==> config.mk <==
export PLATFORM = sky130hd
export DESIGN_NAME = laser_meas_sched
export DESIGN_NICKNAME = d
export VERILOG_FILES = /design/src/rtl/laser_pkg.sv /design/src/rtl/laser_period_timer.sv /design/src/rtl/laser_meas_sched.sv
export SDC_FILE = /design/constraint.sdc
export NUM_CORES = 1
export LEC_CHECK = 0
export ABC_CLOCK_PERIOD_IN_PS = 3000
export CORE_MARGIN = 5
export CORE_UTILIZATION = 45
export CTS_CLUSTER_DIAMETER = 80
export DETAILED_ROUTE_END_ITERATION = 8
export PLACE_DENSITY = 0.67
export SETUP_SLACK_MARGIN = 0.3
export SYNTH_ARGS = -nofsm -noshare
export SYNTH_HDL_FRONTEND = slang
export SYNTH_HIERARCHICAL = 1
export SYNTH_SLANG_ARGS = --single-unit
==> constraint.sdc <==
create_clock -name Clk -period 3 [get_ports Clk]
set_clock_uncertainty 0.05 [all_clocks]
set_input_delay 0.45 -clock Clk [delete_from_list [all_inputs] [get_ports Clk]]
set_output_delay 0.45 -clock Clk [all_outputs]
set_load 0.01 [all_outputs]
Figure 1. Clock wires, drivers and flops (run 1).
The bar under the picture is 20 um long.
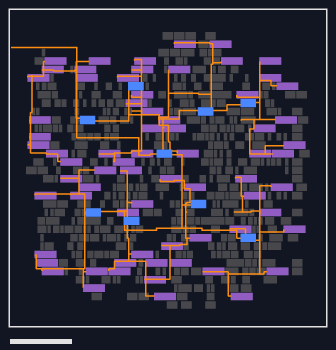
[flip-flops] purple | count: 70
[clock-net drivers] blue | count: 9
[clock wires] orange | length: 926 um
routed clock nets	10
proportion of power drawn by the clock network: 41.5%
Clock group: 0.780 mW
clock latency reported for the late side of the worst-skew pair: 350 ps

Figure 2. Cells colored by class (run 1).
The bar under the picture is 20 um long.
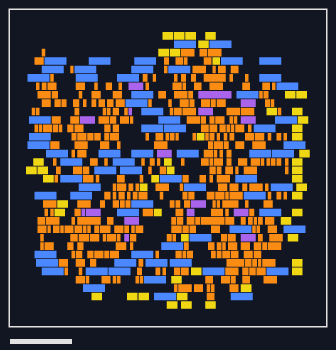
class	color	cells	share of their area
clock drivers and dummy loads	purple	16	4.6%
registers	blue	70	32%
remaining logic cells	orange	354	53%
remaining buffers and delay cells	yellow	49	11%
final non-filler cell area: 4513 um2
Seq/total area: 31.05%
cell row count: 33

Figure 3. Placement view (run 1).
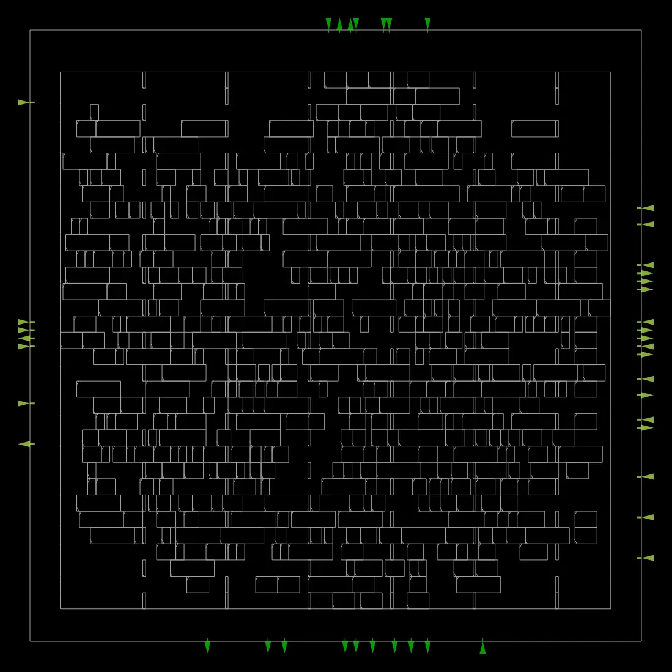
placeable core region: 8258 um2
filler cell count in the final layout: 789

==> results.txt, run 1 <==
top area contributor share -> 36.64%
register clock-pin slew on the reported worst setup and hold paths -> 70 ps
post-route met1 wirelength -> 3877 um
status -> completed
combinational cell fraction of total power -> 8.2%
CTS sink count -> 70
cell count in the Yosys report -> 445
hold-fix buffer count after cts -> 0
vias in the first global route -> 3,176
max reg flops -> 18
syn_area_per_cell -> 8.595 um2
sequential power -> 0.945 mW
cell area after synthesis -> 3825 um2
parity-gate share of the synthesized area counting xor and xnor cells -> 8.472%
switching portion of total power -> 23.73%
half-perimeter wire length after detailed placement -> 6394 um
count of vias placed by the detailed router -> 3,322
logic depth of the worst path, buffers included -> 4
fraction of synthesized area in multiplexers -> 0.5234%
Most Used Layer, Global Route -> met2
DIE WIDTH -> 102.2 um
list of most frequent post-synthesis cells -> sky130_fd_sc_hd__dfxtp_1 (70), sky130_fd_sc_hd__nor2_1 (59), sky130_fd_sc_hd__nand2_1 (47)
met1 global-route usage -> 20.99%
sequential cell fraction of total power -> 50.3%
Root Buffer -> sky130_fd_sc_hd__clkbuf_8
antenna viol nets, final -> 0
Port Buffers -> 41
number of gates given a new drive strength after cts -> 0
sequential area share after synthesis -> 36.64%
aggregate global-route resource usage -> 17.26%
number of antenna violations at the first check in global routing -> 0
Biggest Area Class -> combinational gates
final setup violation count -> 0
area taken by flip-flops and latches -> 1401 um2
area of the die -> 10,440 um2
Critical Path AT -> 2080 ps
total number of warnings across the stage logs -> 27
max-capacitance violation count -> 0
adder-cell area share of the yosys netlist -> 7.393%
final cell utilization of the core -> 54.65%
number of clock buffers in the layout -> 13
dpl cell area -> 4312 um2
multi-input gate area in the final layout -> 2278 um2
synthesized net count -> 488
Gate Count Post-Synth -> 445
required arrival time at the worst endpoint -> 2500 ps
critical-path cell list -> ha_1, and4bb_2, and4_2, clkdlybuf4s50_1
Comb/total area -> 50.49%
switching power -> 0.4457 mW
pin count of the biggest net entering global routing -> 21
Top cells excl fill/tap -> sky130_fd_sc_hd__dfxtp_1 (70), sky130_fd_sc_hd__nor2_1 (59), sky130_fd_sc_hd__nand2_1 (47)
Max VDD drop -> 228.9 uV
met2 usage in global routing -> 29.69%
power density of the placed cells -> 416.2 nW/um2
internal power of the cells -> 1.433 mW
worst hold margin -> 408.9 ps
Post-Layout Cell Count -> 594
async set or reset register ratio after synthesis -> 0%
Pre-antenna DRT Iters -> 4
total DRC errors in the routed layout -> 0
Yosys cell types -> 66
==> inputs of run 2 (changes only) <==
CAP_MARGIN = 20   (was default)
Figure 4. Placement view (run 2).
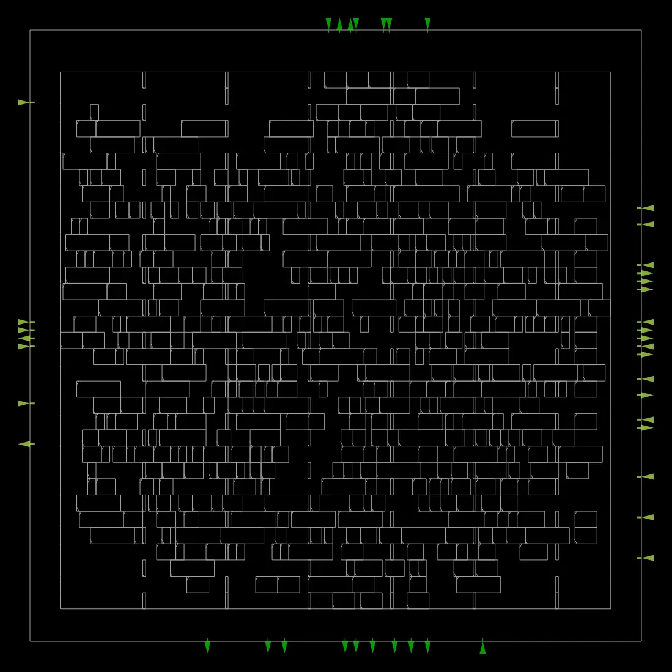
Tapcell Cnt: 105
sequential cell count of the final layout: 70
final cell utilization of the core: 54.65%
Post-Layout Cell Count: 594

Figure 5. Met2 routing (run 2).
Cells faint in the background.
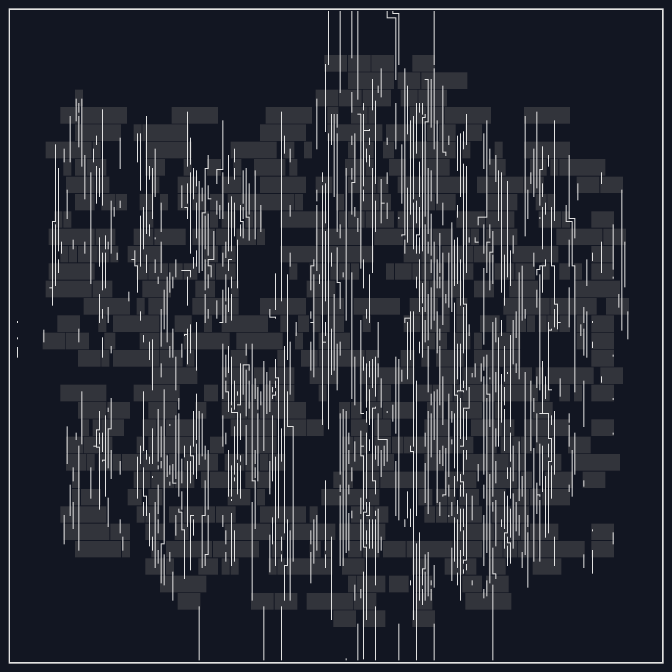
share of all routed wire	49%
nets with wire on the layer	443
wire length on this layer	4,200 um
main direction	vertical
longest straight run	46.2 um
final routed wirelength across all metal layers: 8613 um
count of vias placed by the detailed router: 3,322
met2 usage in global routing: 29.69%

==> results.txt, run 2 <==
Layout Nets -> 527
register clock-pin slew on the reported worst setup and hold paths -> 70 ps (about the same)
number of signal-net inverters in the final layout -> 8
Clock Network Area Fraction -> 4.464%
Most Used Layer, Global Route -> met2
aggregate negative setup slack -> 0 ps
number of clock buffers in the layout -> 13 (unchanged)
sort of element at the start of the critical path -> flop
total number of warnings across the stage logs -> 27 (unchanged)
power density of the placed cells -> 416.2 nW/um2 (unchanged)
half-perimeter wire length after detailed placement -> 6394 um (unchanged)
placeable core region -> 8258 um2 (unchanged)
proportion of power drawn by the clock network -> 41.5% (about the same)
dominant combinational cell family by area after synthesis -> simple AND/OR/NAND/NOR gates
fraction of synthesized area in multiplexers -> 0.5234% (unchanged)
clock tree from TritonCTS -> done
Clock group -> 0.780 mW (about the same)
warning count from the yosys run -> 6
sequential power -> 0.945 mW (about the same)
Main power group -> sequential cells
pin count of the biggest net entering global routing -> 21 (unchanged)
global-route wire length before repair -> 14,550 um
cell row count -> 33 (unchanged)
switching power -> 0.4457 mW (unchanged)
met3 track demand over resource in global routing -> 5.256%
post-route met1 wirelength -> 3877 um (unchanged)
Inserted Diodes -> 0
final setup violation count -> 0 (unchanged)
count of endpoints failing hold in the final timing report -> 0
required arrival time at the worst endpoint -> 2500 ps (about the same)
vias in the first global route -> 3,176 (unchanged)
Biggest Area Class -> combinational gates
Critical Path AT -> 2080 ps (about the same)
clock latency reported for the late side of the worst-skew pair -> 350 ps (about the same)
path class of the lowest-slack min-delay path -> reg2reg
largest fanout on the critical path -> 4
synthesized net count -> 488 (unchanged)
parity-gate share of the synthesized area counting xor and xnor cells -> 8.472% (unchanged)
logic depth of the worst path, buffers included -> 4 (unchanged)
Gate Count Post-Synth -> 445 (unchanged)
max reg flops -> 18 (unchanged)
antenna viol nets, final -> 0 (unchanged)
most used flip-flop cell -> sky130_fd_sc_hd__dfxtp_1
cell accounting for the most synthesized area -> sky130_fd_sc_hd__dfxtp_1
number of antenna violations at the first check in global routing -> 0 (unchanged)
area taken by flip-flops and latches -> 1401 um2 (unchanged)
most common cell after layout, fill and taps aside -> sky130_fd_sc_hd__dfxtp_1
placement-stage worst setup slack -> 89.99 ps
sequential cell fraction of total power -> 50.3% (about the same)
Port Buffers -> 41 (unchanged)
internal power of the cells -> 1.433 mW (unchanged)
Top cells excl fill/tap -> sky130_fd_sc_hd__dfxtp_1 (70), sky130_fd_sc_hd__nor2_1 (59), sky130_fd_sc_hd__nand2_1 (47)
dpl cell area -> 4312 um2 (unchanged)
power in combinational cells -> 0.154 mW
switching portion of total power -> 23.73% (unchanged)
hold-fix buffer count after cts -> 0 (unchanged)
Root Buffer -> sky130_fd_sc_hd__clkbuf_8
post-detailed-route via-to-cell ratio -> 5.593
Max VDD drop -> 228.9 uV (unchanged)
number of gates given a new drive strength after cts -> 0 (unchanged)
crit path time final -> 2578 ps
top area contributor share -> 36.64% (unchanged)
syn_area_per_cell -> 8.595 um2 (unchanged)
count of boundary I/O pins -> 42
cell count in the Yosys report -> 445 (unchanged)
sequential area share after synthesis -> 36.64% (unchanged)
critical-path cell list -> ha_1, and4bb_2, and4_2, clkdlybuf4s50_1
vertical die size -> 102.2 um
top sig layer -> met4
aggregate global-route resource usage -> 17.26% (unchanged)
non-clock buffer count -> 49
detailed router's first-iteration violation count -> 90
CTS sink count -> 70 (unchanged)
adder-cell area share of the yosys netlist -> 7.393% (unchanged)
Pre-antenna DRT Iters -> 4 (unchanged)
met1 global-route usage -> 20.99% (unchanged)
global route total overflow -> 0
cell area after synthesis -> 3825 um2 (unchanged)
weighted congestion reported at the end of routability-driven placement -> 0.8677
area of the die -> 10,440 um2 (unchanged)
post-detailed-route wirelength per cell -> 14.50 um
async set or reset register ratio after synthesis -> 0% (unchanged)
total DRC errors in the routed layout -> 0 (unchanged)
final worst slack -> 421.7 ps
Comb/total area -> 50.49% (unchanged)
sum of met2 wire segment lengths after detailed routing -> 4202 um
combinational cell fraction of total power -> 8.2% (about the same)
portion of the layout cell area used by non-clock buffers -> 10.42%
number of buffer and inverter instances along the worst setup path -> 1
post-synthesis share of cell area spent on and, or, nand and nor gates -> 24.89%
Yosys cell types -> 66 (unchanged)
max-capacitance violation count -> 0 (unchanged)
status -> completed
multi-input gate area in the final layout -> 2278 um2 (unchanged)
synthesis-to-layout area growth -> 17.99%
flops & latches, synth -> 70
worst hold margin -> 408.9 ps (unchanged)
Seq/total area -> 31.05% (unchanged)
filler cell count in the final layout -> 789 (unchanged)
hold path cells -> 2
worst slew margin relative to its limit -> 52.07%
list of most frequent post-synthesis cells -> sky130_fd_sc_hd__dfxtp_1 (70), sky130_fd_sc_hd__nor2_1 (59), sky130_fd_sc_hd__nand2_1 (47)
DIE WIDTH -> 102.2 um (unchanged)
final non-filler cell area -> 4513 um2 (unchanged)
Power figures rest on the tool's default switching activity, not on a simulated workload.
